==> config.mk <==
export PLATFORM = sky130hd
export DESIGN_NAME = fetch_unit
export DESIGN_NICKNAME = d
export VERILOG_FILES = /design/src/rtl/mips_pkg.sv /design/src/rtl/next_pc_calc.sv /design/src/rtl/fetch_unit.sv
export SDC_FILE = /design/constraint.sdc
export NUM_CORES = 1
export LEC_CHECK = 0
export ABC_AREA = 0
export CAP_MARGIN = 15
export CORE_MARGIN = 8
export CORE_UTILIZATION = 55
export DETAILED_ROUTE_END_ITERATION = 10
export DONT_BUFFER_PORTS = 1
export GPL_TIMING_DRIVEN = 0
export HOLD_SLACK_MARGIN = 0.02
export PLACE_DENSITY = 0.79
export SKIP_LAST_GASP = 1
export SYNTH_ARGS = -nofsm -noshare
export SYNTH_HDL_FRONTEND = slang
export SYNTH_SLANG_ARGS = --single-unit
==> constraint.sdc <==
create_clock -name clk -period 3.4 [get_ports clk]
set_input_delay 0.68 -clock clk [delete_from_list [all_inputs] [get_ports clk]]
set_output_delay 0.68 -clock clk [all_outputs]
set_load 0.02 [all_outputs]
### Power grid, run 1

The bar under the picture is 50 microns long. Pins as bars on the die edge. Tap cells in gray.
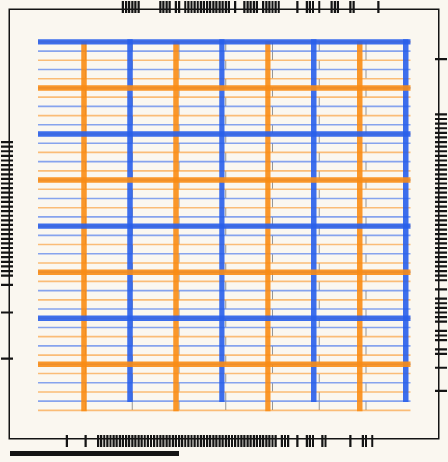
| net | color |
|---|---|
| VSS | orange |
| VDD | blue |
met4 straps: 8
signal pins: 208
worst vdd ir: 0.000776 V
Die X: 126 microns
Core Region: 12000 sq um

### Layout detail, run 1

Window x 82 to 107, y 19 to 44 microns. Cells in gray, sequential cells in the stronger gray; small squares are vias.
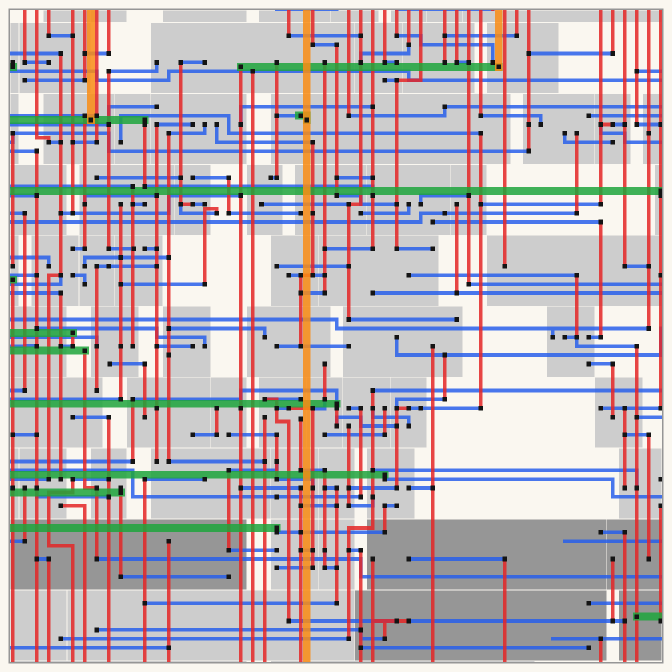
| layer | color |
|---|---|
| M1 | blue |
| M2 | red |
| M3 | green |
| M4 | orange |
cells with their middle in the window: 50
sequential cells in the window: 3
most frequent: nand2_1 (9), a21oi_1 (8), o21ai_0 (6)

### Routed metal, one color a layer, run 1

Two of the layers only.
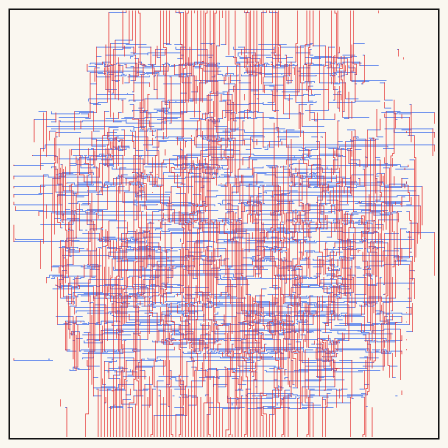
| layer | color | wire length |
|---|---|---|
| M2 | red | 10900 microns |
| M1 | blue | 8060 microns |
total number of vias: 5842
GRT Total Usage: 0.267
Routed WL: 21.8 mm
DR WL/cell: 23.6 microns

### Met4 routing, run 1

Cells faint in the background.
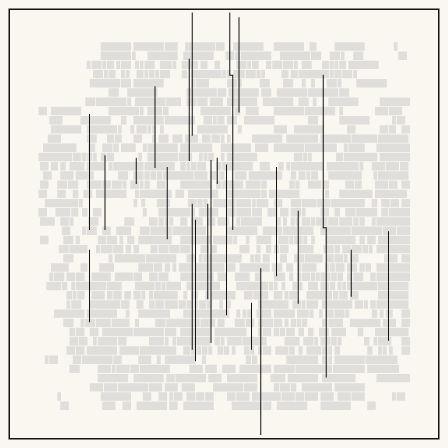
share of all routed wire: 3.5%
wire length on this layer: 763 microns
main direction: vertical

==> run notes <==
run results: status=complete, but fails checks, failing checks=negative setup slack, Top-area cell share=0.362, TritonCTS clock tree=built, Place WS=-929 ps, Worst EP required=3690 ps, Worst Slack Setup Final=-266 ps, logic gate share of total power=0.593, Final Hold Fails=0, Max stage delay on crit path=550 ps, P_seq=0.00301 W, Die Area=16000 sq um, Final Non-Filler Cells=921, vias in the first global route=5955, FP Rows=40, Setup Crit Path Kind=flip-flop to flip-flop, DRC=0, internal power=0.00495 W, largest area contributor in the synthesized netlist=dfrtp_1, maximum clock insertion buffer count=2, drt first pass iters=5, switch share=0.513, Synth Warn #=0, Top Metal Used=met4, CP arrival=3950 ps, Clock power frac=0.110, GRT met1 Usage=0.300, largest net degree at the start of global routing=53, synth unique cells=65, skew final=6.04 ps, r2r setup slk=-270 ps, global routing usage on met3=0.0846, leak pwr=3.63 nW, Registers, synthesis=98, Top Consumer=combinational logic, Worst Tran Pin Value=993 ps, initial antenna violation count=0, DR WL met3=2.01 mm, area of the mapped netlist=6700 sq um, slowest stage cell, crit path=dfrtp_2, boundary pin count=208, met1 wire length=8.06 mm, hpwl dp=15.6 mm, diode count=0, worst skew pair latency=360 ps, chip area line of the yosys report=6700 sq um, CTS Buf Count=9, Mapped Cells=726, Tmin final=3670 ps, Post-synth EDFFs=0, Most used DFF post-synth=dfrtp_1, Max Freq=273 MHz, Sw Pwr=0.00521 W, tool warnings=36, FP Core Util=0.560, H-tree levels=3, Routed Antenna Nets=0, first-pass GRT wire length=33.4 mm, CTS sink count=98, Sequential Power Share=0.296, endpoints failing setup=15, Clock group=0.00112 W, Commonest cells post-synth=97 x dfrtp_1, 80 x nand2_1, 54 x nor2_1, Area contributors post-synth=dfrtp_1 36%, ha_1 7.1%, xnor2_1 6.3%, mux2_2 5.5%, buf_4 4.7%, fin nets=849, Avg Cell Area, Syn=9.23 sq um, Logic area=4800 sq um, GR Overflow Total=0, Max FO, Critical Path=8, Fillers=888, drt via density=6.34, drt first-iter violations=433, RSZ-0062 raised after global routing=yes, GR Layer Usage met2=0.453, Clock Pin Slew Worst Setup and Hold Paths=70 ps, Max Slew Vio Count=0, Worst Reg-to-Reg Cells=13, register area share after synthesis=0.366, RePlAce Congestion=0.909, startpoint types=flip-flop, Port Buffers=0, combinational power=0.00602 W, Critical Path End Type=flip-flop, HP Class=primary input to async pin, Max Cap Viol=0, Layout area overhead=26.9%, Async SR Flop Fraction=1.00, share of cells above drive strength 1=0.332, cells along the critical path=and4_4, nand3_4, nor3_4, nand4_1, xnor2_4, ha_4, buf_4, and3_4, a31oi_2, o211ai_2, o21bai_1, mux2_4, o21ai_2, clock root buffer=clkbuf_16
-- run 1: through the flow --
step           area, sq um   util  total power, W  hold WS [ps]  setup TNS [ps]
2_1_floorplan         6870      -         0.00653           472            -491
3_3_place_gp          7050  0.590         0.00753           488          -92460
3_5_place_dp          7080  0.592         0.00763           506          -12490
4_1_cts               8230  0.688         0.00960           326           -1390
5_1_grt               8510  0.711          0.0108           351           -4640
6_report              8510  0.711          0.0102           308           -2130
-- run 1: repair_timing --
action                                  4_1_cts  5_1_grt
resized                                     114       47
endpoints found under the setup margin       25       22
pin swaps                                    47       56
setup buffers                                23        7
hold buffers                                  0        0
-- run 1: kinds of logic after synthesis --
kind of cell	synth area share
other	0.000560
AND-OR/OR-AND	0.166
AND/OR/NAND/NOR	0.156
buffers and inverters	0.0697
XOR/XNOR	0.107
adder cells (fa/ha/maj)	0.0740
multiplexers	0.0607
flip-flops	0.366
-- run 1: area by class of cell --
| class | instances | area share |
|---|---|---|
| tap | 147 | 0.0216 |
| inverter | 18 | 0.00824 |
| clock buffer | 10 | 0.0269 |
| sequential | 98 | 0.291 |
| timing repair buffer | 31 | 0.0306 |
| buffer | 61 | 0.0466 |
| clock inverter | 5 | 0.0100 |
| multi-input combinational | 551 | 0.565 |
-- run 1: worst max-delay path, delay by kind of cell (launching register included) --
family          cells  cell delay [ps]
simple gates        5             1220
compound gates      4              680
flops               1              550
xor+xnor            1              380
mux                 1              320
fa+ha+maj           1              280
buf+inv             1              160
-- run 1: cells in the final DEF (no fill, tap or decap), drive strengths merged, types with 20 or more instances in the layout --
master,netlist,layout
mux2,34,34
ha,38,38
buf,42,73
inv,18,20
o21ai,49,49
clkbuf,22,29
nand2,80,80
nand3,27,27
xnor2,48,48
a21oi,43,43
dfrtp,97,97
xor2,34,34
nor2,56,56
Power and IR drop assume default switching activity.
